===== config.mk =====
export PLATFORM = sky130hd
export DESIGN_NAME = reset_controller
export DESIGN_NICKNAME = d
export VERILOG_FILES = /design/src/rtl/reset_controller.sv
export SDC_FILE = /design/constraint.sdc
export NUM_CORES = 1
export LEC_CHECK = 0
export ABC_AREA = 1
export CAP_MARGIN = 30
export CORE_MARGIN = 5
export CORE_UTILIZATION = 40
export DETAILED_ROUTE_END_ITERATION = 10
export SETUP_SLACK_MARGIN = 0.1
export SLEW_MARGIN = 20
export SYNTH_ARGS = -nofsm -noshare
export SYNTH_HDL_FRONTEND = slang
export SYNTH_SLANG_ARGS = --single-unit

===== constraint.sdc =====
create_clock -name i_clk -period 3.5 [get_ports i_clk]
set_input_delay 0.7 -clock i_clk [delete_from_list [all_inputs] [get_ports i_clk]]
set_output_delay 0.7 -clock i_clk [all_outputs]
set_load 0.01 [all_outputs]

===== src/rtl/reset_controller.sv =====
`default_nettype none
// ============================================================================
// Module   : reset_controller
// Brief    : Merges button, software and watchdog reset sources into a
//            stretched, registered core reset with sticky cause reporting.
// Revision : 1.0 - initial release
// ============================================================================
module reset_controller #(
  parameter int PULSE_CYCLES    = 16,
  parameter int DEBOUNCE_CYCLES = 8,
  parameter int WDT_WIDTH       = 16
) (
  input  logic                 i_clk,
  input  logic                 i_rst,
  input  logic                 i_btn_n,
  input  logic                 i_sw_req,
  input  logic                 i_wdt_en,
  input  logic                 i_wdt_kick,
  input  logic [WDT_WIDTH-1:0] i_wdt_limit,
  input  logic                 i_cause_clr,
  output logic                 o_core_rst,
  output logic [3:0]           o_cause,
  output logic                 o_busy
);

  localparam int c_PULSE_W = $clog2(PULSE_CYCLES);
  localparam int c_DEB_W   = (DEBOUNCE_CYCLES > 1) ? $clog2(DEBOUNCE_CYCLES) : 1;
  localparam logic [c_PULSE_W-1:0] c_PULSE_LAST = c_PULSE_W'(PULSE_CYCLES - 1);
  localparam logic [c_DEB_W-1:0]   c_DEB_LAST   = c_DEB_W'(DEBOUNCE_CYCLES - 1);

  localparam logic [1:0] c_ST_IDLE   = 2'd0;
  localparam logic [1:0] c_ST_ASSERT = 2'd1;
  localparam logic [1:0] c_ST_HOLD   = 2'd2;

  logic [1:0]           r_state;
  logic [1:0]           w_state_next;
  logic [c_PULSE_W-1:0] r_pulse_cnt;
  logic                 r_btn_meta;
  logic                 r_btn_sync;
  logic [c_DEB_W-1:0]   r_deb_cnt;
  logic                 r_btn_pressed;
  logic [WDT_WIDTH-1:0] r_wdt_cnt;
  logic                 w_wdt_armed;
  logic                 w_wdt_req;
  logic                 w_req_any;
  logic                 w_core_rst_next;
  logic                 r_core_rst;
  logic [3:0]           r_cause;

  // Button: two-flop synchronizer, idles high so reset never looks like a press
  always_ff @(posedge i_clk) begin
    if (i_rst) begin
      r_btn_meta <= 1'b1;
      r_btn_sync <= 1'b1;
    end else begin
      r_btn_meta <= i_btn_n;
      r_btn_sync <= r_btn_meta;
    end
  end

  always_ff @(posedge i_clk) begin
    if (i_rst || r_btn_sync) begin
      r_deb_cnt     <= '0;
      r_btn_pressed <= 1'b0;
    end else if (r_deb_cnt == c_DEB_LAST) begin
      r_btn_pressed <= 1'b1;
    end else begin
      r_deb_cnt <= r_deb_cnt + c_DEB_W'(1);
    end
  end

  // Watchdog only runs in IDLE; firing clears it so it never wraps past the limit
  assign w_wdt_armed = i_wdt_en && (i_wdt_limit != '0) && (r_state == c_ST_IDLE);
  assign w_wdt_req   = w_wdt_armed && (r_wdt_cnt == i_wdt_limit);

  always_ff @(posedge i_clk) begin
    if (i_rst || !w_wdt_armed || i_wdt_kick || w_wdt_req) begin
      r_wdt_cnt <= '0;
    end else begin
      r_wdt_cnt <= r_wdt_cnt + WDT_WIDTH'(1);
    end
  end

  assign w_req_any = r_btn_pressed || i_sw_req || w_wdt_req;

  always_ff @(posedge i_clk) begin
    if (i_rst) begin
      r_state <= c_ST_ASSERT;
    end else begin
      r_state <= w_state_next;
    end
  end

  always_comb begin
    w_state_next = r_state;
    case (r_state)
      c_ST_IDLE:   if (w_req_any) w_state_next = c_ST_ASSERT;
      c_ST_ASSERT: if (r_pulse_cnt == c_PULSE_LAST)
                     w_state_next = r_btn_pressed ? c_ST_HOLD : c_ST_IDLE;
      c_ST_HOLD:   if (!r_btn_pressed) w_state_next = c_ST_IDLE;
      default:     w_state_next = c_ST_IDLE;
    endcase
  end

  always_comb begin
    w_core_rst_next = (w_state_next != c_ST_IDLE);
    o_busy          = (r_state != c_ST_IDLE);
  end

  always_ff @(posedge i_clk) begin
    if (i_rst || (r_state != c_ST_ASSERT) || (r_pulse_cnt == c_PULSE_LAST)) begin
      r_pulse_cnt <= '0;
    end else begin
      r_pulse_cnt <= r_pulse_cnt + c_PULSE_W'(1);
    end
  end

  // Registered from the next state so the pulse appears one cycle after a request
  always_ff @(posedge i_clk) begin
    if (i_rst) begin
      r_core_rst <= 1'b1;
    end else begin
      r_core_rst <= w_core_rst_next;
    end
  end

  // Clear is applied before the OR so a same-cycle set survives
  always_ff @(posedge i_clk) begin
    if (i_rst) begin
      r_cause <= 4'b1000;
    end else begin
      r_cause <= (i_cause_clr ? 4'b0000 : r_cause) |
                 {1'b0, w_wdt_req, i_sw_req, r_btn_pressed};
    end
  end

  assign o_core_rst = r_core_rst;
  assign o_cause    = r_cause;

endmodule
`default_nettype wire


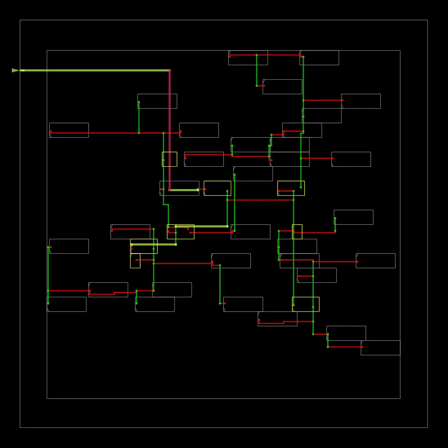
Fig. 1. Clock routing.
CTS buffer count: 5
clock net sink count: 33
clock distribution power: 0.000278 W

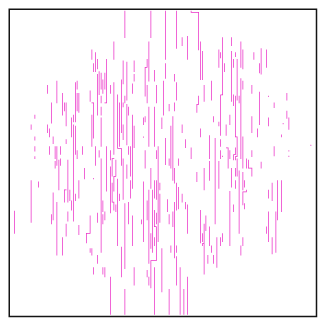
Fig. 2. The metal 2 layer.
Scale: 4 px per um.
share of all routed wire = 45%
longest straight run = 24.1 um

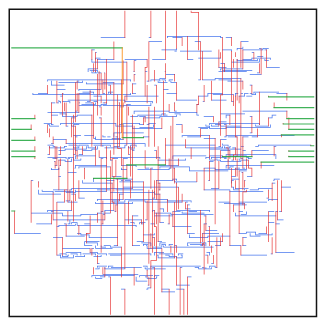
Fig. 3. Signal wires by layer.
Scale: 4 px per um.
M3 -> green  # wire length 163 um
M4 -> orange  # wire length 22.4 um
M1 -> blue  # wire length 1670 um
M2 -> red  # wire length 1500 um

==> ds_physical_params.txt <==
Summary of implementation characteristics

Parameter                              Value

Power and ir drop
  Switching fraction of total power .................. around a quarter
  Pwr Density .................. between 300 and 400 nW/um^2
  Power Internal .................. about 0.00055 W
  Proportion of power drawn by flip-flops and latches .................. 53.0%
  Leakage .................. 0.8968 nW
  Power consumption .................. 0.0007251 W
  Power dissipated by switching net loads .................. 0.0001702 W

Floorplan
  Vertical die size .................. between 70 and 80 um
  Placeable core area .................. around 4300 sq um
  I/O pin cnt .................. 29
  Floorplan row count .................. 24

Routing
  Detailed route wirelength on metal3 .................. 162 um
  Met1 routed wirelength after detailed routing .................. 1.671 mm
  Drt wl/cell .................. 9.801 um

Setup path
  Cell with the largest stage delay on the worst path .................. sky130_fd_sc_hd__clkdlybuf4s50_1
  Cells along the critical path .................. nor2_1 > inv_1 > clkdlybuf4s50_1

CTS
  Clock-pin slew reported for the worst setup and hold paths after clock tree synthesis .................. 70 ps
  Root buffer cell .................. sky130_fd_sc_hd__clkbuf_8
  Buffer levels on the longest clock path .................. 2

Synth
  Mapped Cells .................. 256
  Netlist area before placement .................. between 1500 and 2000 sq um
  Cell Type Count .................. 23
  Synthesized net count .................. around 280
  Yosys Chip Area .................. 1765 sq um
  Post-synthesis average cell area .................. 6.896 sq um

Placed design
  Post-Place Cells .................. 334

Global routing
  GR Overflow Total .................. 0
  Via count of the first global-routing pass .................. 1413
  Met1 usage .................. 15.97%

STA
  Fin worst setup slack .................. 1471 ps
  Headroom to the max-slew limit .................. 77.94%

Finish
  Most frequently placed logic cell in the final layout .................. sky130_fd_sc_hd__nand2_1
  Layout Utilization .................. 50.26%
  Most used cells in the layout excluding fill and tap cells .................. sky130_fd_sc_hd__nand2_1 (71), sky130_fd_sc_hd__inv_1 (43), sky130_fd_sc_hd__nor2_1 (42)

Status
  Outcome .................. completed
cell type report:
cell class                 count  area [sq um]
fill                         461          2151
multi-input combinational    178         919.6
inverter                      43         161.4
clock buffer                   5         68.82
clock inverter                 3         17.52
timing repair buffer          28         280.3
sequential                    33         660.6
tap                           52         65.06
sequential cells by signal, summed over array words and instances, names as in the netlist:
| name | flops |
|---|---|
| r_wdt_cnt | 16 |
| r_btn_pressed | 1 |
| o_cause | 4 |
| r_state | 2 |
| r_btn_meta | 1 |
| r_btn_sync | 1 |
| o_core_rst | 1 |
| r_pulse_cnt | 4 |
| r_deb_cnt | 3 |
path summary, 6_finish.rpt:
| check | startpoint | endpoint | slack [ps] |
|---|---|---|---|
| hold reg to reg | r_btn_meta | r_btn_sync | 430 |
| setup / recovery | r_state[1] | o_busy | 1470 |
| hold / removal | r_btn_meta | r_btn_sync | 430 |
| setup reg to reg | r_wdt_cnt[0] | r_wdt_cnt[14] | 1870 |
cells in the mapped netlist (all sizes together):
library cell,count,area (sq um)
nand2,72,272.8
nor2,56,250.2
inv,43,161.4
dfxtp,33,660.6
xor2,15,131.4
nand3,11,82.58
a21oi,7,38.79
nor3,5,30.03
ha,4,50.05
or2,3,18.77
xnor2,3,33.79
buf,1,20.02
clkbuf,1,3.750
nand4,1,6.260
o21ai,1,5.000
kinds of logic (layout without fill, tap and decap cells):
| group | after synthesis | in the layout | share of synthesized area (%) |
|---|---|---|---|
| simple gates | 148 | 148 | 37.42 |
| fa+ha+maj | 4 | 4 | 2.835 |
| flops | 33 | 33 | 37.42 |
| buf+inv | 45 | 79 | 10.49 |
| compound gates | 8 | 8 | 2.480 |
| xor+xnor | 18 | 18 | 9.356 |
No activity file was given, so power comes from the tool's default toggle rates.
